File: src/rtl/instr_sequencer_if.sv
// rtl/instr_sequencer_if.sv - fetch handshake and control-unit drive bundle
interface instr_sequencer_if #(
  parameter int ADDR_W = 8,
  parameter int IR_W   = 9
);
  logic              oMemReq;
  logic [ADDR_W-1:0] oMemAddr;
  logic              iMemAck;
  logic [IR_W-1:0]   iMemData;
  logic              oRun;
  logic [IR_W-1:0]   oIr;
  logic [1:0]        oState;
  logic              iDone;

  modport master (
    output oMemReq, oMemAddr, oRun, oIr, oState,
    input  iMemAck, iMemData, iDone
  );

  modport slave (
    input  oMemReq, oMemAddr, oRun, oIr, oState,
    output iMemAck, iMemData, iDone
  );
endinterface

File: src/rtl/instr_sequencer.sv
// rtl/instr_sequencer.sv - fetches instruction words and steps the control unit through T0..T3
module instr_sequencer #(
  parameter int ADDR_W = 8,
  parameter int IR_W   = 9,
  parameter int CNT_W  = 16
) (
  input  logic                iClk,
  input  logic                iRst_n,
  input  logic                iStart,
  input  logic [ADDR_W-1:0]   iStartAddr,
  input  logic                iHalt,
  input  logic                iStepMode,
  instr_sequencer_if.master   bus,
  output logic [ADDR_W-1:0]   oPc,
  output logic                oBusy,
  output logic                oErr,
  output logic [CNT_W-1:0]    oInstrCnt
);

  typedef enum logic [1:0] {
    S_IDLE  = 2'd0,
    S_FETCH = 2'd1,
    S_EXEC  = 2'd2,
    S_ERROR = 2'd3
  } state_t;

  state_t            r_state;
  logic [ADDR_W-1:0] r_pc;
  logic [IR_W-1:0]   r_ir;
  logic [1:0]        r_step;
  logic              r_halt;
  logic              r_err;
  logic              r_req;
  logic              r_run;
  logic [CNT_W-1:0]  r_cnt;

  // A halt arriving in the retiring cycle itself must still stop the sequencer.
  wire w_stop_after = r_halt | iHalt | iStepMode;
  wire w_cnt_max    = &r_cnt;

  always_ff @(posedge iClk or negedge iRst_n) begin
    if (!iRst_n) begin
      r_state <= S_IDLE;
      r_pc    <= '0;
      r_ir    <= '0;
      r_step  <= 2'd0;
      r_halt  <= 1'b0;
      r_err   <= 1'b0;
      r_req   <= 1'b0;
      r_run   <= 1'b0;
      r_cnt   <= '0;
    end else begin
      case (r_state)
        S_IDLE, S_ERROR: begin
          if (iStart) begin
            r_pc    <= iStartAddr;
            r_err   <= 1'b0;
            r_halt  <= 1'b0;
            r_req   <= 1'b1;
            r_state <= S_FETCH;
          end
        end
        S_FETCH: begin
          if (iHalt) r_halt <= 1'b1;
          if (bus.iMemAck) begin
            r_ir    <= bus.iMemData;
            r_pc    <= r_pc + ADDR_W'(1);
            r_step  <= 2'd0;
            r_req   <= 1'b0;
            r_run   <= 1'b1;
            r_state <= S_EXEC;
          end
        end
        S_EXEC: begin
          if (bus.iDone) begin
            if (!w_cnt_max) r_cnt <= r_cnt + CNT_W'(1);
            r_step <= 2'd0;
            r_run  <= 1'b0;
            if (w_stop_after) begin
              r_halt  <= 1'b0;
              r_state <= S_IDLE;
            end else begin
              r_req   <= 1'b1;
              r_state <= S_FETCH;
            end
          end else if (r_step == 2'd3) begin
            r_step  <= 2'd0;
            r_run   <= 1'b0;
            r_err   <= 1'b1;
            r_halt  <= 1'b0;
            r_state <= S_ERROR;
          end else begin
            r_step <= r_step + 2'd1;
            if (iHalt) r_halt <= 1'b1;
          end
        end
        default: r_state <= S_IDLE;
      endcase
    end
  end

  // r_step is forced to zero whenever EXEC is left, so it can drive oState directly.
  assign bus.oMemReq  = r_req;
  assign bus.oMemAddr = r_pc;
  assign bus.oRun     = r_run;
  assign bus.oIr      = r_ir;
  assign bus.oState   = r_step;
  assign oPc          = r_pc;
  assign oBusy        = (r_state == S_FETCH) || (r_state == S_EXEC);
  assign oErr         = r_err;
  assign oInstrCnt    = r_cnt;

endmodule

File: src/flat_wrapper.sv
// flat-port wrapper written by rule: the top's interface ports become plain ports
module instr_sequencer_flat 
#(
  parameter int ADDR_W = 8,
  parameter int IR_W   = 9,
  parameter int CNT_W  = 16
)
  (iClk, iRst_n, iStart, iStartAddr, iHalt, iStepMode, oPc, oBusy, oErr, oInstrCnt, bus_oMemReq, bus_oMemAddr, bus_oRun, bus_oIr, bus_oState, bus_iMemAck, bus_iMemData, bus_iDone);
  instr_sequencer_if #(.ADDR_W(ADDR_W), .IR_W(IR_W)) bus_i ();
  input  logic iClk;
  input  logic iRst_n;
  input  logic iStart;
  input  logic [ADDR_W-1:0] iStartAddr;
  input  logic iHalt;
  input  logic iStepMode;
  output logic [ADDR_W-1:0] oPc;
  output logic oBusy;
  output logic oErr;
  output logic [CNT_W-1:0] oInstrCnt;
  output wire logic [$bits(bus_i.oMemReq)-1:0] bus_oMemReq;
  output wire logic [$bits(bus_i.oMemAddr)-1:0] bus_oMemAddr;
  output wire logic [$bits(bus_i.oRun)-1:0] bus_oRun;
  output wire logic [$bits(bus_i.oIr)-1:0] bus_oIr;
  output wire logic [$bits(bus_i.oState)-1:0] bus_oState;
  input wire logic [$bits(bus_i.iMemAck)-1:0] bus_iMemAck;
  input wire logic [$bits(bus_i.iMemData)-1:0] bus_iMemData;
  input wire logic [$bits(bus_i.iDone)-1:0] bus_iDone;
  assign bus_oMemReq = bus_i.oMemReq;
  assign bus_oMemAddr = bus_i.oMemAddr;
  assign bus_oRun = bus_i.oRun;
  assign bus_oIr = bus_i.oIr;
  assign bus_oState = bus_i.oState;
  assign bus_i.iMemAck = bus_iMemAck;
  assign bus_i.iMemData = bus_iMemData;
  assign bus_i.iDone = bus_iDone;
  instr_sequencer #(.ADDR_W(ADDR_W), .IR_W(IR_W), .CNT_W(CNT_W)) u_core (.iClk(iClk), .iRst_n(iRst_n), .iStart(iStart), .iStartAddr(iStartAddr), .iHalt(iHalt), .iStepMode(iStepMode), .bus(bus_i), .oPc(oPc), .oBusy(oBusy), .oErr(oErr), .oInstrCnt(oInstrCnt));
endmodule
File: config.mk
export PLATFORM = sky130hd
export DESIGN_NAME = instr_sequencer_flat
export DESIGN_NICKNAME = d
export VERILOG_FILES = /design/src/rtl/instr_sequencer_if.sv /design/src/rtl/instr_sequencer.sv /design/src/flat_wrapper.sv
export SDC_FILE = /design/constraint.sdc
export NUM_CORES = 1
export LEC_CHECK = 0
export ABC_CLOCK_PERIOD_IN_PS = 3300
export CAP_MARGIN = 10
export CORE_MARGIN = 3
export CORE_UTILIZATION = 40
export CTS_CLUSTER_DIAMETER = 60
export DETAILED_ROUTE_END_ITERATION = 16
export PLACE_DENSITY = 0.69
export SYNTH_ARGS = -nofsm -noshare
export SYNTH_HDL_FRONTEND = slang
export SYNTH_SLANG_ARGS = --single-unit
File: constraint.sdc
create_clock -name iClk -period 3.3 [get_ports iClk]
set_input_delay 0.495 -clock iClk [delete_from_list [all_inputs] [get_ports iClk]]
set_output_delay 0.495 -clock iClk [all_outputs]
set_load 0.005 [all_outputs]
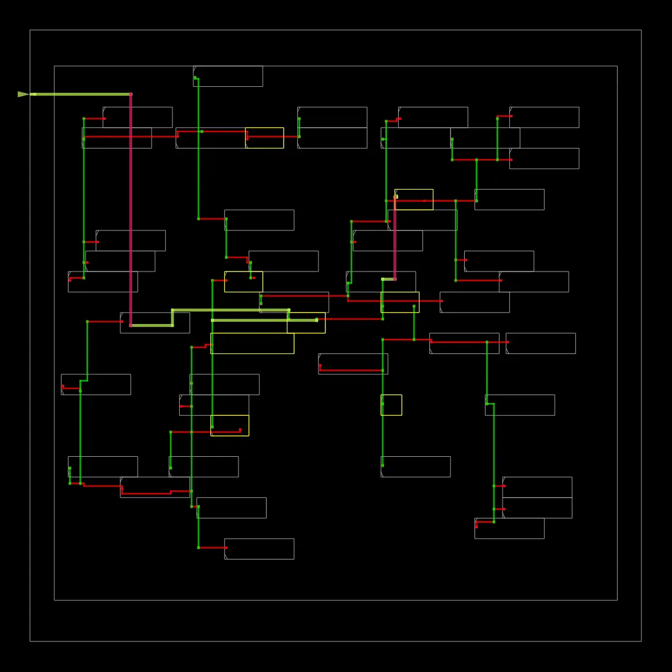
*The clock network*
clkbuf count: 6
Clock Skews: 0.00327 ns
CTS Buf Count: 5
Clock Latency Late Sink: 0.28 ns
Clock Sinks: 41

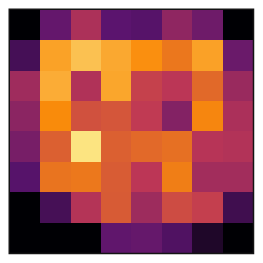
*Local utilization*
Scale: 3 px per µm. 8 x 8 tiles, from black (low) to pale yellow (high), 0 to 100% covered.
emptiest ninth of the die: bottom left
fullest tile: 94%
mean over tiles: 45%
tiles over 75% full: 13%
Core Util, Final: 57.7%
core area: 5270 µm²
FP Util: 42.6%

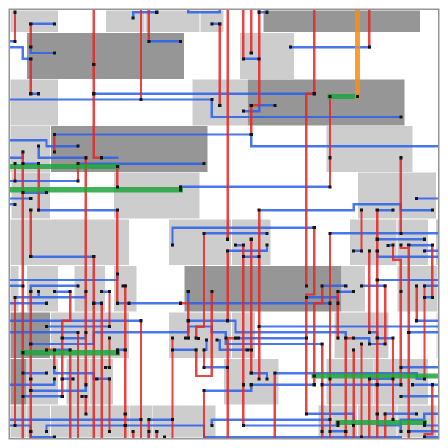
*Close-up of the layout*
Window x 28 to 53, y 28 to 53 µm. Cells in grey, sequential cells in the stronger grey; small squares are vias.
[green] M3
[blue] M1
[red] M2
[orange] M4
netlist names of flops here include: u_core.oInstrCnt (2)
cells with their middle in the window: 39
most frequent: inv_1 (4), dfrtp_1 (4)
sequential cells in the window: 4

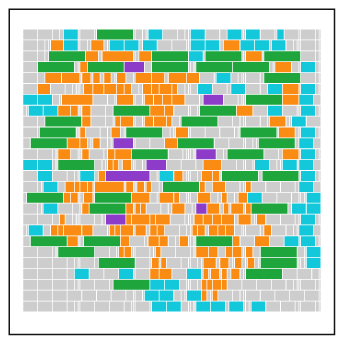
*Cell classes on the final placement*
Scale: 4 px per µm. Fill, decap, tap and diode cells in grey.
[orange] remaining logic cells | cells: 160
[green] sequential cells | cells: 41
[cyan] remaining buffers and delay cells | cells: 70
[purple] clock drivers and dummy loads | cells: 8
Seq area share: 33.7%
FP Rows: 26
fin area: 3040 µm²

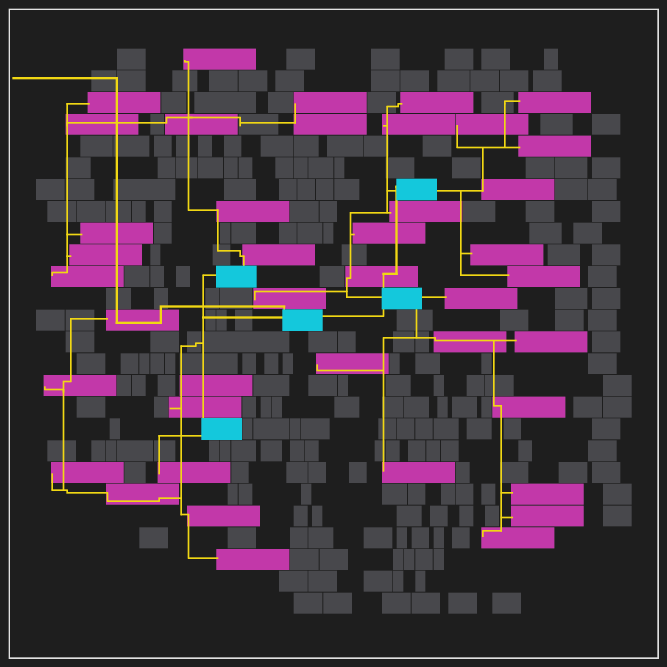
*Clock network drawn from the DEF*
Scale: 8 px per µm.
[magenta] flip-flops | count: 41
[yellow] clock wires | length: 514 µm
[cyan] clock-net drivers | count: 5
flops lie: spread over the die
routed clock nets: 6
Clock power frac: 17.0%
Power Clock: 416 µW

==> results.cfg <==
; synthesis and place-and-route metrics
[outcome]
status = complete, no violations

[critical_path]
worstSetupPathType = flip-flop to output port
start_kind = flip-flop
r2r-start = u_core.r_state[1]
crit_required_ns = 2.80

[grt]
grt_overflow = 0
grt_max_degree = 42

[hold_path]
min_path_type = input port to asynchronous set/reset pin

[clock_network]
root_buffer = clkbuf_8
tritoncts = yes

[pwr]
peakVddDrop_v = 0.000362
leakagePower_uw = 0.00133

[finish]
layout.cells.non_filler = 349

[place]
post-dp-hpwl_um = 3760

[yosys]
yosysTopAreaCell = dfrtp_1
avgSynthCellArea_um2 = 10.3

[final_timing]
hold_viol = 0
max_freq_ghz = 0.405
setup_ws_ns = 0.831

[run]
warnings = 27

[detailed_routing]
met1_length_um = 2350
## critical path: stages (launching register included)
cell and delay [ns]:
dfrtp_1 0.37, inv_1 0.05, ha_1 0.58, inv_1 0.20
clkdlybuf4s50_1 0.49
## logic make-up (layout without fill, tap and decap cells)
group                    after synthesis  count (layout)  synth area share (%)
buffers and inverters                 28              88                  6.41
adder cells (fa/ha/maj)                5               5                  2.79
AND/OR/NAND/NOR                       74              74                  20.4
multiplexers                          14              14                  6.91
flip-flops                            41              41                  45.7
AND-OR/OR-AND                         43              43                  12.4
XOR/XNOR                              14              14                  5.46
## state kept, by name, summed over array words and instances, names as in the netlist
name and cells:
u_core.bus.oRun 1, u_core.bus.oMemAddr 8, u_core.r_state 2, u_core.bus.oState 2
u_core.oErr 1, u_core.bus.oMemReq 1, u_core.bus.oIr 9, u_core.oInstrCnt 16
u_core.r_halt 1
## worst min path at each step
stage | from | end | slack [ns]
after floorplan | iRst_n | u_core.bus.oIr[0] | 0.20
after global placement | u_core.bus.oIr[7] | u_core.bus.oIr[7] | 0.49
final | iRst_n | u_core.bus.oIr[5] | 0.33
after CTS | iRst_n | u_core.bus.oIr[5] | 0.37
after detailed placement | u_core.bus.oIr[8] | u_core.bus.oIr[8] | 0.49
after global routing | iRst_n | u_core.bus.oIr[5] | 0.39
## layout by cell type, fill, tap and decap left out, types with 3 or more instances in the layout
| cell | count |
|---|---|
| xnor2_1 | 4 |
| nor2_1 | 10 |
| xor2_1 | 10 |
| dfrtp_1 | 41 |
| mux2_1 | 3 |
| nand3_1 | 8 |
| a21oi_1 | 7 |
| nand2_1 | 14 |
| nand4_1 | 8 |
| nor3_1 | 6 |
| clkdlybuf4s50_1 | 69 |
| nor4_1 | 4 |
| clkbuf_8 | 6 |
| mux2_2 | 9 |
| ha_1 | 5 |
| o22ai_1 | 5 |
| inv_1 | 10 |
| and3_1 | 5 |
| o21ai_0 | 10 |
| a31oi_1 | 5 |
## per-stage QoR
step | area [µm²] | hold WS (ns)
after floorplan | 2250 | 0.199
after global routing | 3040 | 0.391
after detailed placement | 2920 | 0.492
final | 3040 | 0.326
after global placement | 2920 | 0.487
after CTS | 3040 | 0.366
## area by class of cell
type                    count  share of cell area [%]
repair buffers             70                    22.9
clock inverters             2                    1.23
flip-flops and latches     41                    33.7
well taps                  70                    2.88
inverters                  10                    1.23
multi-input cells         150                    35.4
clock buffers               6                    2.71
## report_power, final
part	switching, µW	total (µW)	internal, µW
Clock	170	416	246
Sequential	184	852	668
Combinational	525	1190	663
## metal layers
| metal | GRT usage, % | vias to the layer above |
|---|---|---|
| li1 | - | 905 |
| met1 | 24.1 | 923 |
| met2 | 25.7 | 72 |
| met3 | 2.99 | 4 |
| met4 | 4.22 | 0 |
| met5 | 0 | - |
Power is estimated from default activity; no workload was simulated.
